### src/rtl/sg_desc_fetch_ctrl.sv
// sg_desc_fetch_ctrl: SG DMA descriptor chain fetch, dispatch and CSR status reporting.
// Define SG_DESC_IRQ_EN to build the chain-complete interrupt (irq_o tied 0 otherwise).
module sg_desc_fetch_ctrl #(
  parameter int ADDR_W = 32,
  parameter int LEN_W  = 24
) (
  input  logic              clk,
  input  logic              reset,
  input  logic [31:0]       csr_control_i,
  input  logic [31:0]       csr_next_pointer_i,
  output logic [31:0]       csr_status_update_data_o,
  output logic              csr_status_update_req_o,
  input  logic              csr_status_update_ack_i,
  output logic              mm_rd_o,
  output logic [ADDR_W-1:0] mm_addr_o,
  input  logic              mm_wait_rq_i,
  input  logic [31:0]       mm_rd_data_i,
  input  logic              mm_rd_valid_i,
  output logic              desc_valid_o,
  input  logic              desc_ready_i,
  output logic [ADDR_W-1:0] desc_src_o,
  output logic [ADDR_W-1:0] desc_dst_o,
  output logic [LEN_W-1:0]  desc_len_o,
  input  logic              xfer_done_i,
  output logic              irq_o
);
  typedef enum logic [2:0] {IDLE, RD_REQ, RD_DATA, CHECK, DISPATCH, WAIT_DONE, STAT_DESC, STAT_END} state_t;
  state_t state_q, state_d;
  logic run_q, rise_q, rd_q, rd_d, dv_q, dv_d, req_q, req_d, ack, unused;
  logic [1:0] beat_q, beat_d;
  logic [15:0] cnt_q, cnt_d;
  logic [31:0] stat_q, stat_d;
  logic [LEN_W-1:0] len_q, len_d;
  logic [ADDR_W-1:0] ptr_q, ptr_d, nxt_q, nxt_d, src_q, src_d, dst_q, dst_d, addr_q, addr_d, rd_word, nptr;
  assign ack = req_q & csr_status_update_ack_i;
  assign rd_word = ADDR_W'(mm_rd_data_i);
  assign nptr = ADDR_W'(csr_next_pointer_i) & ~ADDR_W'(3);
  always_comb begin
    state_d = state_q;
    beat_d = beat_q;
    cnt_d = cnt_q;
    ptr_d = ptr_q;
    addr_d = addr_q;
    src_d = src_q;
    dst_d = dst_q;
    len_d = len_q;
    nxt_d = nxt_q;
    stat_d = stat_q;
    rd_d = rd_q;
    dv_d = dv_q;
    req_d = req_q;
    case (state_q)
      IDLE: if (rise_q) begin
        state_d = RD_REQ;
        ptr_d = nptr;
        addr_d = nptr;
        beat_d = '0;
        cnt_d = '0;
        rd_d = 1'b1;
      end
      RD_REQ: if (!mm_wait_rq_i) begin
        state_d = RD_DATA;
        rd_d = 1'b0;
      end
      RD_DATA: if (mm_rd_valid_i) begin
        src_d = beat_q == 2'd0 ? rd_word : src_q;
        dst_d = beat_q == 2'd1 ? rd_word : dst_q;
        len_d = beat_q == 2'd2 ? mm_rd_data_i[LEN_W-1:0] : len_q;
        nxt_d = beat_q == 2'd3 ? rd_word & ~ADDR_W'(3) : nxt_q;
        beat_d = beat_q + 2'd1;
        state_d = beat_q == 2'd3 ? CHECK : RD_REQ;
        rd_d = beat_q != 2'd3;
        addr_d = ptr_q + ADDR_W'({beat_d, 2'b00});
      end
      CHECK: begin
        state_d = len_q == '0 ? STAT_END : DISPATCH;
        dv_d = len_q != '0;
        stat_d = len_q == '0 ? {cnt_q, 16'h0004} : stat_q;
      end
      DISPATCH: if (desc_ready_i) begin
        state_d = WAIT_DONE;
        dv_d = 1'b0;
      end
      WAIT_DONE: if (xfer_done_i) begin
        state_d = STAT_DESC;
        cnt_d = cnt_q + 16'd1;
        stat_d = {cnt_d, 16'h0001};
        req_d = 1'b1;
      end
      STAT_DESC: if (ack) begin
        req_d = 1'b0;
        state_d = (nxt_q == '0 || !csr_control_i[0]) ? STAT_END : RD_REQ;
        stat_d = {cnt_q, nxt_q == '0 ? 16'h0002 : 16'h0008};
        ptr_d = nxt_q;
        addr_d = nxt_q;
        beat_d = '0;
        rd_d = nxt_q != '0 && csr_control_i[0];
      end
      STAT_END: begin
        // req drops for a cycle after the BUSY ack, then re-asserts with the final status
        req_d = !ack;
        state_d = ack ? IDLE : STAT_END;
      end
      default: ;
    endcase
  end
  always_ff @(posedge clk or posedge reset) begin
    if (reset) begin
      state_q <= IDLE;
      run_q <= 1'b0;
      rise_q <= 1'b0;
      beat_q <= '0;
      cnt_q <= '0;
      ptr_q <= '0;
      addr_q <= '0;
      src_q <= '0;
      dst_q <= '0;
      len_q <= '0;
      nxt_q <= '0;
      stat_q <= '0;
      rd_q <= 1'b0;
      dv_q <= 1'b0;
      req_q <= 1'b0;
    end else begin
      state_q <= state_d;
      run_q <= csr_control_i[0];
      rise_q <= csr_control_i[0] & ~run_q;
      beat_q <= beat_d;
      cnt_q <= cnt_d;
      ptr_q <= ptr_d;
      addr_q <= addr_d;
      src_q <= src_d;
      dst_q <= dst_d;
      len_q <= len_d;
      nxt_q <= nxt_d;
      stat_q <= stat_d;
      rd_q <= rd_d;
      dv_q <= dv_d;
      req_q <= req_d;
    end
  end
  assign mm_rd_o = rd_q;
  assign mm_addr_o = addr_q;
  assign desc_valid_o = dv_q;
  assign desc_src_o = src_q;
  assign desc_dst_o = dst_q;
  assign desc_len_o = len_q;
  assign csr_status_update_req_o = req_q;
  assign csr_status_update_data_o = stat_q;
`ifdef SG_DESC_IRQ_EN
  logic irq_q, irq_d;
  assign irq_d = state_q == STAT_END && ack && csr_control_i[1];
  always_ff @(posedge clk or posedge reset) begin
    if (reset) irq_q <= 1'b0;
    else irq_q <= irq_d;
  end
  assign irq_o = irq_q;
  assign unused = ^csr_control_i[31:2];
`else
  assign irq_o = 1'b0;
  assign unused = ^csr_control_i[31:1];
`endif
endmodule

### config.mk
export PLATFORM = sky130hd
export DESIGN_NAME = sg_desc_fetch_ctrl
export DESIGN_NICKNAME = d
export VERILOG_FILES = /design/src/rtl/sg_desc_fetch_ctrl.sv
export SDC_FILE = /design/constraint.sdc
export NUM_CORES = 1
export LEC_CHECK = 0
export CORE_UTILIZATION = 30
export DETAILED_ROUTE_END_ITERATION = 16
export GPL_TIMING_DRIVEN = 0
export PLACE_DENSITY = 0.56
export SYNTH_ARGS = -nofsm -noshare
export SYNTH_HDL_FRONTEND = slang
export SYNTH_SLANG_ARGS = --single-unit
export TNS_END_PERCENT = 50
### constraint.sdc
create_clock -name clk -period 7.9 [get_ports clk]
set_input_delay 0.79 -clock clk [delete_from_list [all_inputs] [get_ports clk]]
set_output_delay 0.79 -clock clk [all_outputs]
set_load 0.1 [all_outputs]
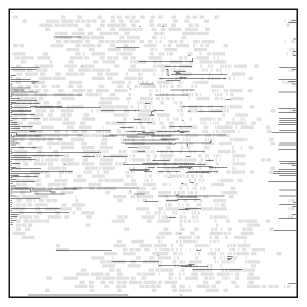
Figure 1: metal 3.
Drawn at 1.5 px/micron. Cells faint in the background.
share of all routed wire: 8.3%
longest straight run: 66.5 microns

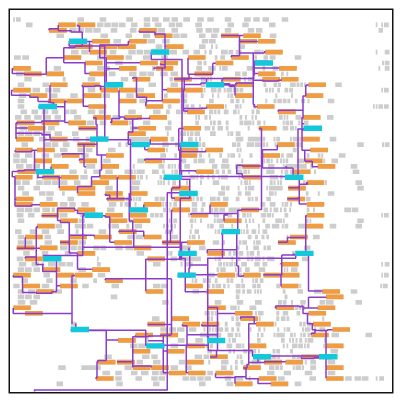
Figure 2: routed clock nets over the placement.
Drawn at 2 px/micron.
legend:
  cells driving clock nets:
    color: cyan
    count: 26
  flip-flops:
    color: orange
    count: 224
  clock wires:
    color: purple
    length: 3450 microns
flops lie: all over the die
routed clock nets: 27

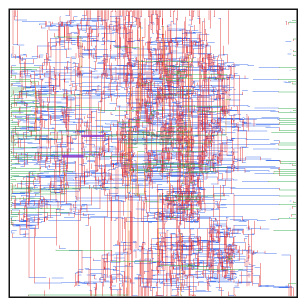
Figure 3: signal wires by layer.
Drawn at 1.5 px/micron.
legend:
  met3:
    color: green
    wire_length: 2850 microns
  met2:
    color: red
    wire_length: 15600 microns
  met4:
    color: orange
    wire_length: 787 microns
  met5:
    color: purple
    wire_length: 26.7 microns
  met1:
    color: blue
    wire_length: 15400 microns

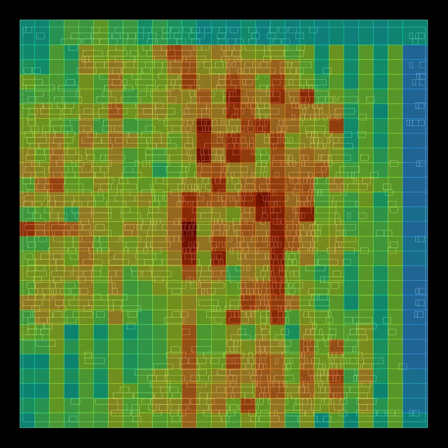
Figure 4: routing congestion map.
M2 GR Usage: 28.9%
busiest grt layer: met2
met1 Use GR: 25.8%

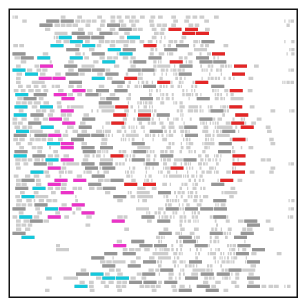
Figure 5: sequential cells grouped by signal name.
Drawn at 1.5 px/micron. Other sequential cells in the stronger gray, the rest of the logic in the fainter gray.
legend:
  `desc_len_o`:
    color: magenta
    flops: 24
    where: left middle
  `desc_src_o`:
    color: cyan
    flops: 32
  `mm_addr_o`:
    color: red
    flops: 30

==> qor.yml <==
finish:
  seqAreaFraction_pct: 39.0
  flop-count: 224
  drive_gt1_share_pct: 19.5
  lay_top_count: "dfrtp_1"
  area_growth_syn_to_layout_pct: 34.1
  nets: 1346
  final_cells: 1710
  final-nonclk-buf-share_pct: 17.7
  nClkBuffers: 34
  finalInstanceArea_sq_um: 14400
  comb_share_pct: 32.6
  post-route-util_pct: 41.2
  n_antenna_cell: 0
  clk_share_pct: 6.30
  nNonClkBuffers: 284
  layout.cells.most_common_list: "dfrtp_1, clkdlybuf4s50_1, mux2_2, nand2_1, nor2_1"
worst_hold_path:
  hp-start: "run_q"
  hold_path.class: "reg -> reg"
critical_path:
  worstSetupPathType: "reg -> reg"
  crit_required_ns: 8.34
  crit_chain: "inv_1, ha_1, inv_1, fa_1, clkbuf_1, nor3_1, nand3_1, xnor2_1, a221o_1"
  max_stage_delay_ns: 0.62
  cp.depth: 9
  critPathCapture: "mm_addr_o[20]"
  worst-path-max-fanout: 8
  cpLargestDelayFamily: "simple AND/OR/NAND/NOR gates"
  crit_slowest_cell: "nor3_1"
  crit_arrival_ns: 3.50
  rr_worst_depth: 9
logic_synthesis:
  yosysSeqAreaShare_pct: 52.3
  top_cell: "dfrtp_1"
  yosysWarningCount: 0
  synth_area_sq_um: 10700
  xor_area_share_pct: 2.53
  adder_share_pct: 1.00
  syn_area_per_cell_sq_um: 10.9
  ys_top_cells_by_count: "dfrtp_1, mux2_2, nand2_1"
  ys_sh_aoi_pct: 10.9
  synthMuxAreaShare_pct: 15.0
  largest_area_cell: "dfrtp_1"
  synth_stat.cells: 983
  top_logic_kind: "multiplexers"
  syn_inst: 983
  ys.flop_type: "dfrtp_1"
  ys_area_sq_um: 10700
  synthDistinctLibCells: 71
  area_leaders: "dfrtp_1, mux2_2, nand2_1, nor2_1, a31oi_1"
  async_reset_ff_share_pct: 100
  ys_ff: 224
detailed_routing:
  drc: 0
  detail-route-antenna-nets: 0
  vias: 8676
  route.layer.met1.wl_mm: 15.4
  route.top_layer_used: "met5"
  via_per_inst: 5.07
  wl_met2_mm: 15.6
  dr.pass1.iters: 5
  wl_met3_mm: 2.85
clock_tree:
  post_cts_buffers: 0
  numCtsBuffers: 26
  clkTransAtPathRegs_ns: 0.07
  cts_tree: "built"
  cts_buffer_depth: 3
  ctsHoldBuffers: 0
  root_buffer: "clkbuf_16"
  cts_sinks: 224
  clock_latency_ns: 0.55
place:
  io_buffers: 209
  postPlaceCellArea_sq_um: 13500
  dp_hpwl_mm: 25.3
global_route:
  grt_pass1_wl_mm: 52.2
  grtUsageTotal_pct: 18.8
  grt_max_degree: 114
  antenna_found_initial: 2
timing:
  worstMarginPinSlew_ns: 1.06
  timing.final.crit_period_ns: 3.07
  fin_skew_ns: 0.0248
  hold_ws_ns: 0.398
  rsz0062_at_grt: "no"
run:
  maxCapViolations: 0
  openroad.warnings: 66
pwr:
  combinationalPowerShare_pct: 54.2
  p_sw_share_pct: 51.7
  maxPowerGroup: "combinational logic"
  p_total_uw: 6580
  power_frac_seq_pct: 26.3
  p_sw_uw: 3400
  internal_power_uw: 3170
  clockPowerShare_pct: 19.5
floorplan:
  fp_util_pct: 30.7
  nWellTaps: 455
outcome:
  outcome: "finished clean"
Power is estimated from default activity; no workload was simulated.
